**config.mk**
```make
export PLATFORM = sky130hd
export DESIGN_NAME = if_stage_flat
export DESIGN_NICKNAME = d
export VERILOG_FILES = /design/src/rtl/if_stage_pkg.sv /design/src/rtl/if_stage_if.sv /design/src/rtl/if_fifo.sv /design/src/rtl/if_stage.sv /design/src/flat_wrapper.sv
export SDC_FILE = /design/constraint.sdc
export NUM_CORES = 1
export LEC_CHECK = 0
export ABC_AREA = 1
export CAP_MARGIN = 10
export CORE_ASPECT_RATIO = 1.4
export CORE_MARGIN = 2
export CORE_UTILIZATION = 45
export DETAILED_ROUTE_END_ITERATION = 10
export PLACE_DENSITY_LB_ADDON = 0.3
export SLEW_MARGIN = 30
export SYNTH_ARGS = -nofsm -noshare
export SYNTH_HDL_FRONTEND = slang
export SYNTH_SLANG_ARGS = --single-unit
```
**constraint.sdc**
```tcl
create_clock -name clk -period 3.9 [get_ports clk]
set_input_delay 0.78 -clock clk [delete_from_list [all_inputs] [get_ports clk]]
set_output_delay 0.78 -clock clk [all_outputs]
set_load 0.005 [all_outputs]
```
**src/rtl/if_stage_pkg.sv**
```systemverilog
// Shared definitions for the MUSA instruction-fetch stage.
// Contents:
//   XLEN             - datapath width
//   RESET_PC_DEFAULT - default PC loaded on reset
//   fetch_state_e    - fetch FSM state encoding
//   fetch_entry_t    - instruction buffer entry {pc, instr}
package if_stage_pkg;

  localparam int unsigned XLEN = 32;
  localparam logic [XLEN-1:0] RESET_PC_DEFAULT = 32'h0000_0000;

  typedef enum logic [1:0] {
    StIdle    = 2'd0,  // no request outstanding
    StWait    = 2'd1,  // request accepted, response pending
    StDiscard = 2'd2   // pending response belongs to a flushed path
  } fetch_state_e;

  typedef struct packed {
    logic [XLEN-1:0] pc;
    logic [XLEN-1:0] instr;
  } fetch_entry_t;

endpackage

```
**src/rtl/if_stage_if.sv**
```systemverilog
// Bus bundle of the fetch stage: instruction-memory handshake plus the
// {pc, instruction} stream toward decode.
// Modports:
//   master - the fetch stage (drives imem_req/imem_addr and the decode stream)
//   slave  - the environment (memory and decode)
interface if_stage_if;
  import if_stage_pkg::*;

  // Instruction memory
  logic            imem_req;
  logic [XLEN-1:0] imem_addr;
  logic            imem_ready;
  logic            imem_valid;
  logic [XLEN-1:0] imem_rdata;

  // Decode stream
  logic            instr_valid;
  logic [XLEN-1:0] instr_out;
  logic [XLEN-1:0] pc_out;
  logic            instr_ready;

  modport master (
    output imem_req, imem_addr,
    input  imem_ready, imem_valid, imem_rdata,
    output instr_valid, instr_out, pc_out,
    input  instr_ready
  );

  modport slave (
    input  imem_req, imem_addr,
    output imem_ready, imem_valid, imem_rdata,
    input  instr_valid, instr_out, pc_out,
    output instr_ready
  );

endinterface

```
**src/rtl/if_fifo.sv**
```systemverilog
// Synchronous circular-buffer FIFO holding fetched {pc, instr} entries.
// Ports:
//   clk, reset - clock and synchronous active-high reset
//   push_i     - write wdata_i at the tail (accepted when not full or popping)
//   pop_i      - drop the head entry (ignored when empty)
//   flush_i    - empty the buffer; cancels any push/pop in the same cycle
//   rdata_o    - head entry, driven from storage registers
//   full_o, empty_o, count_o - occupancy status
module if_fifo
  import if_stage_pkg::*;
#(
  parameter int unsigned Depth = 2  // power of two, >= 2
) (
  input  logic                           clk,
  input  logic                           reset,
  input  logic                           push_i,
  input  fetch_entry_t                   wdata_i,
  input  logic                           pop_i,
  input  logic                           flush_i,
  output fetch_entry_t                   rdata_o,
  output logic                           full_o,
  output logic                           empty_o,
  output logic [$clog2(Depth+1)-1:0]     count_o
);

  localparam int unsigned PtrW = $clog2(Depth);
  localparam int unsigned CntW = $clog2(Depth + 1);

  fetch_entry_t    mem_q [Depth];
  logic [PtrW-1:0] wr_ptr_q, rd_ptr_q;
  logic [CntW-1:0] count_q;
  logic            push_en, pop_en;

  assign full_o  = (count_q == CntW'(Depth));
  assign empty_o = (count_q == '0);
  assign count_o = count_q;
  assign rdata_o = mem_q[rd_ptr_q];

  assign pop_en  = pop_i & ~empty_o;
  // A pop in the same cycle frees the slot, so push is legal even when full.
  assign push_en = push_i & (~full_o | pop_en);

  always_ff @(posedge clk) begin
    if (reset) begin
      wr_ptr_q <= '0;
      rd_ptr_q <= '0;
      count_q  <= '0;
      for (int unsigned i = 0; i < Depth; i++) begin
        mem_q[i] <= '0;
      end
    end else if (flush_i) begin
      wr_ptr_q <= '0;
      rd_ptr_q <= '0;
      count_q  <= '0;
    end else begin
      if (push_en) begin
        mem_q[wr_ptr_q] <= wdata_i;
        wr_ptr_q        <= wr_ptr_q + PtrW'(1);
      end
      if (pop_en) begin
        rd_ptr_q <= rd_ptr_q + PtrW'(1);
      end
      case ({push_en, pop_en})
        2'b10:   count_q <= count_q + CntW'(1);
        2'b01:   count_q <= count_q - CntW'(1);
        default: count_q <= count_q;
      endcase
    end
  end

endmodule

```
**src/rtl/if_stage.sv**
```systemverilog
// MUSA instruction-fetch stage.
// Owns the PC, issues one outstanding request at a time to instruction memory
// and buffers responses in a small FIFO toward decode.
// Ports:
//   clk, reset   - core clock, synchronous active-high reset
//   next_address - redirect target from execute
//   redirect     - load next_address, flush buffered and in-flight fetches
//   bus          - if_stage_if.master: imem handshake and decode stream
module if_stage
  import if_stage_pkg::*;
#(
  parameter logic [XLEN-1:0] RESET_PC   = RESET_PC_DEFAULT,
  parameter int unsigned     FIFO_DEPTH = 2,
  parameter logic [XLEN-1:0] PC_STEP    = 32'd4
) (
  input  logic            clk,
  input  logic            reset,
  input  logic [XLEN-1:0] next_address,
  input  logic            redirect,
  if_stage_if.master      bus
);

  localparam int unsigned     CntW     = $clog2(FIFO_DEPTH + 1);
  localparam logic [CntW-1:0] DepthCnt = CntW'(FIFO_DEPTH);

  fetch_state_e    state_q;
  logic [XLEN-1:0] pc_q;
  logic [XLEN-1:0] req_pc_q;

  logic            accept;
  logic            fifo_push, fifo_pop;
  logic            fifo_full, fifo_empty;
  logic [CntW-1:0] fifo_count;
  fetch_entry_t    fifo_wdata, fifo_head;

  // Only issue when the response is guaranteed a FIFO slot; a redirect this
  // cycle holds the request so the first fetch to the new target goes next cycle.
  assign bus.imem_req  = (state_q == StIdle) & (fifo_count < DepthCnt) & ~redirect & ~reset;
  assign bus.imem_addr = pc_q;
  assign accept        = bus.imem_req & bus.imem_ready;

  // Responses in StDiscard and responses coinciding with a redirect are dropped.
  assign fifo_push = (state_q == StWait) & bus.imem_valid & ~redirect;
  assign fifo_pop  = bus.instr_valid & bus.instr_ready;

  assign fifo_wdata = '{pc: req_pc_q, instr: bus.imem_rdata};

  always_ff @(posedge clk) begin
    if (reset) begin
      state_q  <= StIdle;
      pc_q     <= RESET_PC;
      req_pc_q <= '0;
    end else if (redirect) begin
      pc_q <= next_address;
      // An outstanding response must still be absorbed unless it is here now.
      if (state_q != StIdle) begin
        state_q <= bus.imem_valid ? StIdle : StDiscard;
      end
    end else begin
      case (state_q)
        StIdle: begin
          if (accept) begin
            req_pc_q <= pc_q;
            pc_q     <= pc_q + PC_STEP;
            state_q  <= StWait;
          end
        end
        StWait, StDiscard: begin
          if (bus.imem_valid) begin
            state_q <= StIdle;
          end
        end
        default: state_q <= StIdle;
      endcase
    end
  end

  if_fifo #(
    .Depth (FIFO_DEPTH)
  ) u_fifo (
    .clk     (clk),
    .reset   (reset),
    .push_i  (fifo_push),
    .wdata_i (fifo_wdata),
    .pop_i   (fifo_pop),
    .flush_i (redirect),
    .rdata_o (fifo_head),
    .full_o  (fifo_full),
    .empty_o (fifo_empty),
    .count_o (fifo_count)
  );

  assign bus.instr_valid = ~fifo_empty;
  assign bus.instr_out   = fifo_head.instr;
  assign bus.pc_out      = fifo_head.pc;

  // The issue rule reserves a slot for every response.
  push_never_overflows: assert property (
    @(posedge clk) disable iff (reset) !(fifo_push && fifo_full && !fifo_pop)
  );

endmodule
```
**src/flat_wrapper.sv**
```systemverilog
// flat-port wrapper written by rule: the top's interface ports become plain ports
module if_stage_flat import if_stage_pkg::*;
#(
  parameter logic [XLEN-1:0] RESET_PC   = RESET_PC_DEFAULT,
  parameter int unsigned     FIFO_DEPTH = 2,
  parameter logic [XLEN-1:0] PC_STEP    = 32'd4
)
  (clk, reset, next_address, redirect, bus_imem_req, bus_imem_addr, bus_imem_ready, bus_imem_valid, bus_imem_rdata, bus_instr_valid, bus_instr_out, bus_pc_out, bus_instr_ready);
  if_stage_if bus_i ();
  input  logic clk;
  input  logic reset;
  input  logic [XLEN-1:0] next_address;
  input  logic redirect;
  output wire logic [$bits(bus_i.imem_req)-1:0] bus_imem_req;
  output wire logic [$bits(bus_i.imem_addr)-1:0] bus_imem_addr;
  input wire logic [$bits(bus_i.imem_ready)-1:0] bus_imem_ready;
  input wire logic [$bits(bus_i.imem_valid)-1:0] bus_imem_valid;
  input wire logic [$bits(bus_i.imem_rdata)-1:0] bus_imem_rdata;
  output wire logic [$bits(bus_i.instr_valid)-1:0] bus_instr_valid;
  output wire logic [$bits(bus_i.instr_out)-1:0] bus_instr_out;
  output wire logic [$bits(bus_i.pc_out)-1:0] bus_pc_out;
  input wire logic [$bits(bus_i.instr_ready)-1:0] bus_instr_ready;
  assign bus_imem_req = bus_i.imem_req;
  assign bus_imem_addr = bus_i.imem_addr;
  assign bus_i.imem_ready = bus_imem_ready;
  assign bus_i.imem_valid = bus_imem_valid;
  assign bus_i.imem_rdata = bus_imem_rdata;
  assign bus_instr_valid = bus_i.instr_valid;
  assign bus_instr_out = bus_i.instr_out;
  assign bus_pc_out = bus_i.pc_out;
  assign bus_i.instr_ready = bus_instr_ready;
  if_stage #(.RESET_PC(RESET_PC), .FIFO_DEPTH(FIFO_DEPTH), .PC_STEP(PC_STEP)) u_core (.clk(clk), .reset(reset), .next_address(next_address), .redirect(redirect), .bus(bus_i));
endmodule
```
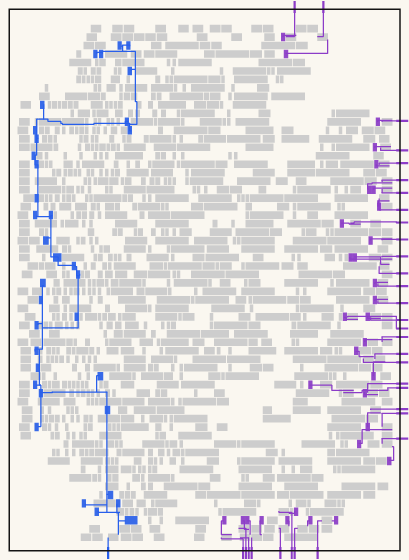
(run_1/port_trees.png)
legend:
  purple:
    port: bus_imem_rdata
    bits: 32
    direction: input
    edge: 22 right, 8 bottom, 2 top
    end_cells: 32
    wire: 528 um
  blue:
    port: redirect
    bits: 1
    direction: input
    edge: bottom
    end_cells: 35
    wire: 336 um
input/output buffers: 167
IO Pins: 168

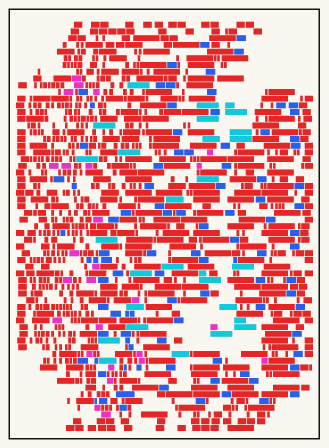
(run_1/sizing.png)
legend:
  red:
    size: x1 and smaller
    cells: 965
  magenta:
    size: x3 and x4
    cells: 26
  cyan:
    size: x6 and larger
    cells: 28
  blue:
    size: x2
    cells: 96

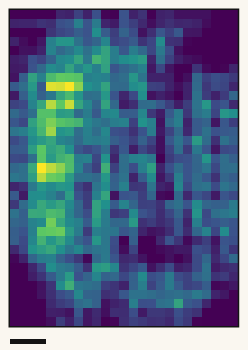
(run_1/route_heat.png)
Scale bar: 20 um. The die is cut into 25 by 35 equal tiles; dark purple is low, yellow is high, scaled to the fullest tile. Values are wire area over tile area, all layers added.
nearly empty tiles: 11%
fullest tile: 0.54
mean over tiles: 0.15
emptiest ninth of the die: upper right
tiles over half the peak: 13%

==> results.json, run 1 <==
{
  "diodes": 0,
  "skew_ps": 6.84,
  "cts_tree": "yes",
  "num_vias": 6748,
  "logic_family": "simple AND/OR/NAND/NOR gates",
  "seqPwrFrac_pct": 53.0,
  "peakVddDrop_v": 0.000335,
  "cts_inserted_buffers": 17,
  "p_leak_uw": 0.00445,
  "worstHoldPathCells": 1,
  "die_x_um": 125,
  "wl_mm": 20.6,
  "gp_congestion": 0.912,
  "p_clk_share_pct": 37.8,
  "worstSkewPairLatency_ps": 430,
  "lay_top_count": "nor2_1",
  "cp_cell_sequence": "buf_4 -> mux2_2 -> clkdlybuf4s50_1",
  "ys_area_mm2": 0.00921,
  "yosys-stat-cells": 945,
  "crit_buf_inv": 2,
  "ys_types": 39,
  "grt_pass1_wl_mm": 33.2,
  "drv_cap": 0,
  "critical_path_depth": 3,
  "comb_power_share_pct": 9.3,
  "clock_sinks": 199,
  "wl_met3_um": 982,
  "finalPower_uw": 4480,
  "synth_nets": 1018,
  "core_area_mm2": 0.0200,
  "pre_cts_ws_ps": 922,
  "avgSynthCellArea_um2": 9.74,
  "path_clk_slew_ps": 70,
  "power.net_switching_uw": 1020,
  "slew_headroom_pct": 56.2,
  "use_met2_pct": 33.7,
  "outcome": "finished, final reports clean"
}
-- run 1: layout make-up --
type | instances | share of cell area (%)
clock buffer | 21 | 4.23
sequential | 199 | 45.2
multi-input combinational | 568 | 26.9
tap | 252 | 2.70
timing repair buffer | 181 | 15.9
inverter | 135 | 4.36
clock inverter | 11 | 0.751
-- run 1: power groups by stage --
stage / combinational, uW / sequential (uW) / clock, uW
floorplan: 196 / 2410 / 0
global placement: 413 / 2420 / 0
detailed placement: 418 / 2420 / 0
CTS: 421 / 2370 / 1720
global route: 458 / 2380 / 1810
finish: 415 / 2370 / 1690
-- run 1: path summary, 6_finish.rpt --
check / to / startpoint / slack, ps
worst min register to register: register / u_core.u_fifo.rd_ptr_q / 450
worst max-delay path: bus_instr_out[5] / register / 670
worst max register to register: u_core.u_fifo.mem_q[0][62] / u_core.state_q[1] / 1860
worst min-delay path: register / u_core.u_fifo.rd_ptr_q / 450
-- run 1: cell usage after synthesis, drive strengths merged --
| master | n |
|---|---|
| a211oi | 13 |
| a21oi | 44 |
| a22oi | 1 |
| a31oi | 7 |
| buf | 32 |
| clkbuf | 11 |
| clkinv | 3 |
| dfxtp | 71 |
| edfxtp | 128 |
| ha | 3 |
| inv | 132 |
| mux2 | 64 |
| nand2 | 127 |
| nand3 | 37 |
| nand3b | 7 |
| nand4 | 7 |
| nor2 | 197 |
| nor3 | 2 |
| nor3b | 1 |
| o211ai | 1 |
| o21ai | 52 |
| xnor2 | 2 |
| xor2 | 3 |
-- run 1: kinds of logic after synthesis --
family                     Yosys count
muxes                               64
AOI/OAI and AO/OA                  118
buffers and inverters              178
xor gates and xnor gates             5
DFF                                199
and+or+nand+nor                    378
adders and majority gates            3
==> run_1/class_map.png <==
Scale bar: 20 um.
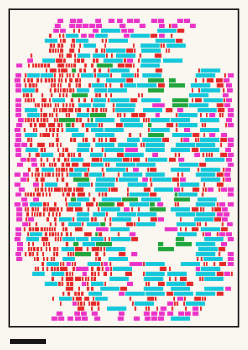

==> run 2: changes to the inputs <==
==> constraint.sdc (replaced) <==
create_clock -name clk -period 3.2 [get_ports clk]
set_input_delay 0.64 -clock clk [delete_from_list [all_inputs] [get_ports clk]]
set_output_delay 0.64 -clock clk [all_outputs]
set_load 0.005 [all_outputs]
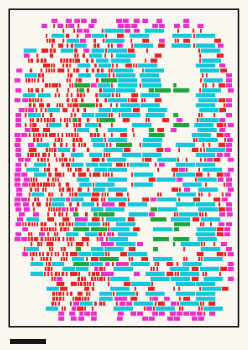
(run_2/class_map.png)
Scale bar: 20 um.
legend:
  cyan:
    class: registers
    cells: 199
    share_of_their_area: 46%
  magenta:
    class: remaining buffers and delay cells
    cells: 182
    share_of_their_area: 16%
  green:
    class: clock drivers and dummy loads
    cells: 32
    share_of_their_area: 5.0%
  red:
    class: remaining logic cells
    cells: 703
    share_of_their_area: 32%
Final Core Density: 58.3%
Cell Rows: 61

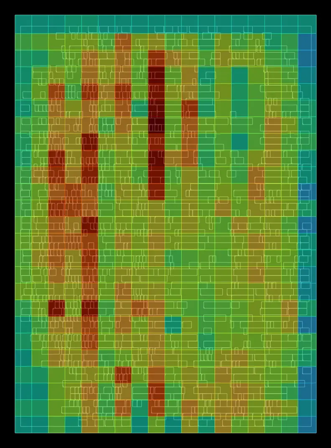
(run_2/congestion_map.png)
met1 Track Usage GR: 23.1%
total track usage: 18.7%
GRT met3 Usage: 3.02%
Wirelength per Cell: 14.7 um
most used routing layer: met2

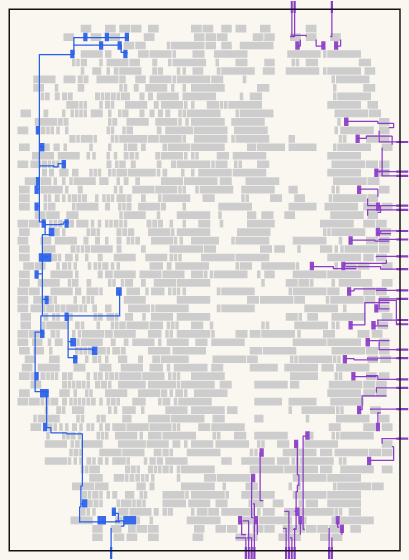
(run_2/port_trees.png)
legend:
  blue:
    port: redirect
    bits: 1
    direction: input
    edge: bottom
    end_cells: 35
    wire: 348 um
  purple:
    port: bus_imem_rdata
    bits: 32
    direction: input
    edge: 19 right, 10 bottom, 3 top
    end_cells: 32
    wire: 620 um

==> run 2 against run 1 <==
- hold slack improved by 10 ps
- routed wire length decreased by 2.2%
- critical endpoint is now bus_imem_req
- cell area about the same
==> results.json, run 2 <==
{
  "outcome": "finished, final reports clean",
  "seqPwrFrac_pct": 53.0,
  "ys_async_sr_fraction_pct": 0,
  "common_cells": "nor2_1, inv_1, edfxtp_1, nand2_1, dfxtp_1",
  "comb_power_share_pct": 9.3,
  "yosys-stat-cells": 945,
  "worst_ep_required_time_ps": 2560,
  "yosysMostFrequentCell": "nor2_1",
  "diodes": 0,
  "dp_hpwl_mm": 13.8,
  "wl_met3_um": 871,
  "peakVddDrop_v": 0.000343,
  "ys_types": 39,
  "p_clk_share_pct": 37.7,
  "slew_headroom_pct": 68.0,
  "p_int_uw": 4190,
  "avgSynthCellArea_um2": 9.74,
  "grt_pass1_vias": 6597,
  "rrSetupSlack_ps": 1250,
  "nets": 1176,
  "worstSkewPairLatency_ps": 420,
  "critPathMaxFanout": 4,
  "cp_cell_sequence": "clkdlybuf4s50_1 -> nor2_4 -> inv_1 -> nor3_1 -> clkdlybuf4s50_1",
  "ff_type": "edfxtp_1",
  "path_clk_slew_ps": 70,
  "ys_area_mm2": 0.00921,
  "synth_flops": 199,
  "skew_ps": 11.7,
  "start_kind": "input port",
  "drv_cap": 0,
  "wl_mm": 20.1,
  "grt_pass1_wl_mm": 32.6,
  "first_iter_violations": 414,
  "logic_area_mm2": 0.00314,
  "boundaryPins": 168,
  "clk_path_buf_depth": 2,
  "die_x_um": 125,
  "io_buffers": 167,
  "clock_sinks": 199,
  "edf_count": 128,
  "num_vias": 6754,
  "lay_top_count": "nor2_1",
  "power.net_switching_uw": 1260,
  "cts_tree": "yes",
  "gp_congestion": 0.852,
  "cts_inserted_buffers": 17,
  "core_area_mm2": 0.0200,
  "wl_met2_mm": 9.97,
  "whs_ps": 460,
  "crit_buf_inv": 3,
  "synth_nets": 1018,
  "p_leak_uw": 0.00444
}
-- run 2: per-stage QoR --
| stage | worst slack (ps) | power [uW] | instance area (um^2) | std cells | util, % |
|---|---|---|---|---|---|
| floorplan | 187 | 3170 | 9210 | 945 | - |
| global placement | 505 | 3450 | 11100 | 1336 | 55.5 |
| detailed placement | 497 | 3450 | 11100 | 1336 | 55.5 |
| CTS | 494 | 5500 | 11700 | 1368 | 58.3 |
| global route | 381 | 5670 | 11700 | 1368 | 58.3 |
| finish | 506 | 5450 | 11700 | 1368 | 58.3 |
-- run 2: cell type report --
type                            count  area share, %
Sequential cell                   199           45.2
Multi-Input combinational cell    568           27.0
Timing Repair Buffer              182           15.9
Inverter                          135           4.36
Clock buffer                       18           3.68
Tap cell                          252           2.70
Clock inverter                     14           1.18
-- run 2: power groups by stage --
stage	Combinational [uW]	Sequential [uW]	Clock, uW
global route	557	2900	2220
detailed placement	508	2950	0
finish	504	2890	2050
CTS	512	2890	2100
floorplan	239	2930	0
global placement	502	2940	0
-- run 2: final timing paths --
check                            end  cells after the start                   start
max                     bus_imem_req                      5                redirect
min reg2reg                 register                      1  u_core.u_fifo.rd_ptr_q
min                         register                      1  u_core.u_fifo.rd_ptr_q
max reg2reg  u_core.bus.imem_addr[8]                     10       u_core.state_q[1]
-- run 2: logic make-up (layout without fill, tap and decap cells) --
kind of cell             after synthesis  in the layout  share of synthesized area, %
AND/OR/NAND/NOR                      378            378                          17.8
flip-flops                           199            199                          57.2
buffers and inverters                178            349                          8.74
AND-OR/OR-AND                        118            118                          7.56
multiplexers                          64             64                          7.83
XOR/XNOR                               5              5                         0.476
adder cells (fa/ha/maj)                3              3                         0.408
-- run 2: metal layers --
metal	track usage (%)	vias to the layer above
li1	-	3414
met1	23.1	3125
met2	32.9	186
met3	3.02	29
met4	7.22	0
met5	0	-
==> run_2/route_heat.png <==
Scale bar: 20 um. The die is cut into 25 by 35 equal tiles; dark purple is low, yellow is high, scaled to the fullest tile. Values are wire area over tile area, all layers added.
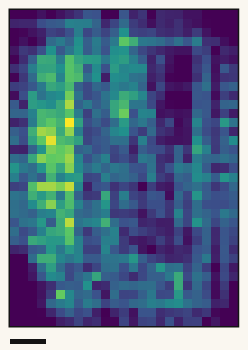

==> run 3: changes to the inputs <==
==> constraint.sdc (replaced) <==
create_clock -name clk -period 2.4 [get_ports clk]
set_input_delay 0.48 -clock clk [delete_from_list [all_inputs] [get_ports clk]]
set_output_delay 0.48 -clock clk [all_outputs]
set_load 0.005 [all_outputs]
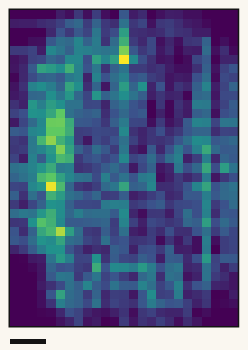
(run_3/route_heat.png)
Scale bar: 20 um. The die is cut into 25 by 35 equal tiles; dark purple is low, yellow is high, scaled to the fullest tile. Values are wire area over tile area, all layers added.
total track usage: 19.2%
vias: 6971
Routed Wire Length: 21.6 mm

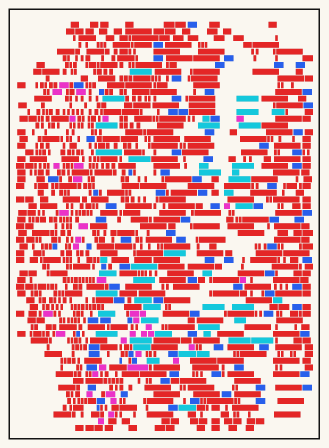
(run_3/sizing.png)
legend:
  red:
    size: x1 and smaller
    cells: 964
  magenta:
    size: x3 and x4
    cells: 37
  cyan:
    size: x6 and larger
    cells: 45
  blue:
    size: x2
    cells: 93

==> run 3 against run 2 <==
- combinational power is 35% higher
- critical path depth is 1 lower
- synthesized cell count stayed put
- critical path type is now reg -> out
==> results.json, run 3 <==
{
  "outcome": "finished, final reports clean",
  "crit_buf_inv": 3,
  "cts_inserted_buffers": 17,
  "peakVddDrop_v": 0.000520,
  "cts_tree": "yes",
  "ys_async_sr_fraction_pct": 0,
  "gp_congestion": 0.875,
  "worst_r2r_endpoint": "u_core.bus.imem_addr[26]",
  "dp_hpwl_mm": 14.3,
  "avgSynthCellArea_um2": 9.74,
  "setup_slack_ps": 56.6,
  "critPathMaxFanout": 5,
  "mux_area_share_pct": 7.83,
  "whs_ps": 453,
  "nets": 1199,
  "worst_pin_slew_ps": 470,
  "edf_count": 128,
  "clk_path_buf_depth": 2,
  "slew_headroom_pct": 68.7,
  "simple_gate_share_pct": 17.8,
  "skew_ps": 13.4,
  "ys_sh_xor_pct": 0.476,
  "rrSetupSlack_ps": 570,
  "path_clk_slew_ps": 70,
  "grt_pass1_vias": 6706,
  "drt-wirelength-per-cell_um": 15.6,
  "min_to": "u_core.u_fifo.rd_ptr_q",
  "drv_cap": 0,
  "synth_nets": 1018,
  "synth_flops": 199,
  "yosysMostFrequentCell": "nor2_1",
  "diodes": 0,
  "clock_sinks": 199,
  "dp_cells": 1346,
  "die_x_um": 125,
  "yosys.area_share.aoi_pct": 7.56,
  "fin_util_pct": 60.3,
  "r2r_cells": 10,
  "placed_area_mm2": 0.0112,
  "logic_family": "simple AND/OR/NAND/NOR gates",
  "core_area_mm2": 0.0200,
  "yosys-stat-cells": 945,
  "boundaryPins": 168,
  "ys_sh_adder_pct": 0.408,
  "ys.warnings.count": 0,
  "finalPower_uw": 7410,
  "final_area_mm2": 0.0121,
  "worst_ep_required_time_ps": 1920,
  "ys_types": 39,
  "pre_cts_ws_ps": 52.8,
  "ff_type": "edfxtp_1",
  "min_from": "u_core.u_fifo.rd_ptr_q",
  "p_leak_uw": 0.00491,
  "first_iter_violations": 480,
  "io_buffers": 167,
  "arrival_ps": 1860,
  "ys_area_mm2": 0.00921,
  "lay_top_count": "nor2_1",
  "r2r-start": "u_core.bus.imem_addr[2]",
  "worstSkewPairLatency_ps": 430,
  "gr-max-usage-layer": "met2",
  "start_kind": "register",
  "cp_cell_sequence": "buf_8 -> buf_6 -> mux2_2 -> clkdlybuf4s50_1"
}
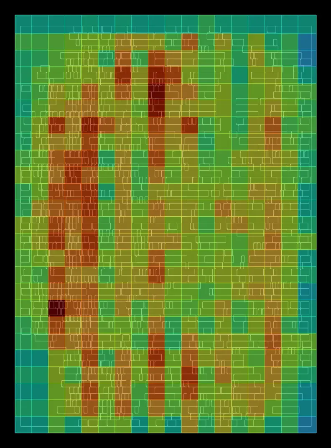
(run_3/congestion_map.png)
GRT met3 Usage: 3.40%
met2 usage: 32.6%
met1 Track Usage GR: 23.8%

## run 3: routing by layer
metal	wire length (um)	vias to the layer above
met2	10900	235
li1	-	3468
met3	1120	29
met4	634	0
met1	8960	3239
met5	0	-
## run 3: cell type report
| type | count | area [um^2] | area share, % |
|---|---|---|---|
| inverter | 135 | 508 | 4.21 |
| multi-input combinational | 568 | 3150 | 26.1 |
| timing repair buffer | 205 | 2210 | 18.4 |
| clock inverter | 14 | 163 | 1.35 |
| tap | 252 | 315 | 2.62 |
| clock buffer | 18 | 439 | 3.64 |
| sequential | 199 | 5270 | 43.7 |
## run 3: kinds of logic (layout without fill, tap and decap cells)
kind of cell / after synthesis / in the layout
and+or+nand+nor: 378 / 378
DFF: 199 / 199
buffers and inverters: 178 / 372
AOI/OAI and AO/OA: 118 / 118
muxes: 64 / 64
xor gates and xnor gates: 5 / 5
adders and majority gates: 3 / 3
## run 3: timing repair
action	4_1_cts	5_1_grt
gates cloned	0	7
resized	17	28
endpoints found under the setup margin	42	42
setup buffers	0	6
pin swaps	0	0
## run 3: how the worst max path moves through the flow
stage / endpoint / slack, ps / depth (start not counted)
after detailed placement: bus_imem_req / 50 / 5
after global routing: bus_instr_out[29] / -20 / 4
final: bus_instr_out[27] / 60 / 4
after CTS: bus_pc_out[20] / -50 / 3
after floorplan: u_core.u_fifo.mem_q[0][0] / 160 / 8
after global placement: bus_imem_req / 70 / 5
## run 3: power breakdown
part	total, uW	switching [uW]	internal, uW
Clock	2870	1280	1590
Sequential	3850	85.5	3770
Combinational	679	322	357
## run 3: worst register-to-register path: cells and delay by family, from the launching register on
family,cells,cell delay (ps)
buffers and inverters,1,40
adders and majority gates,1,240
DFF,1,480
and+or+nand+nor,8,970
Power figures rest on the tool's default switching activity, not on a simulated workload.
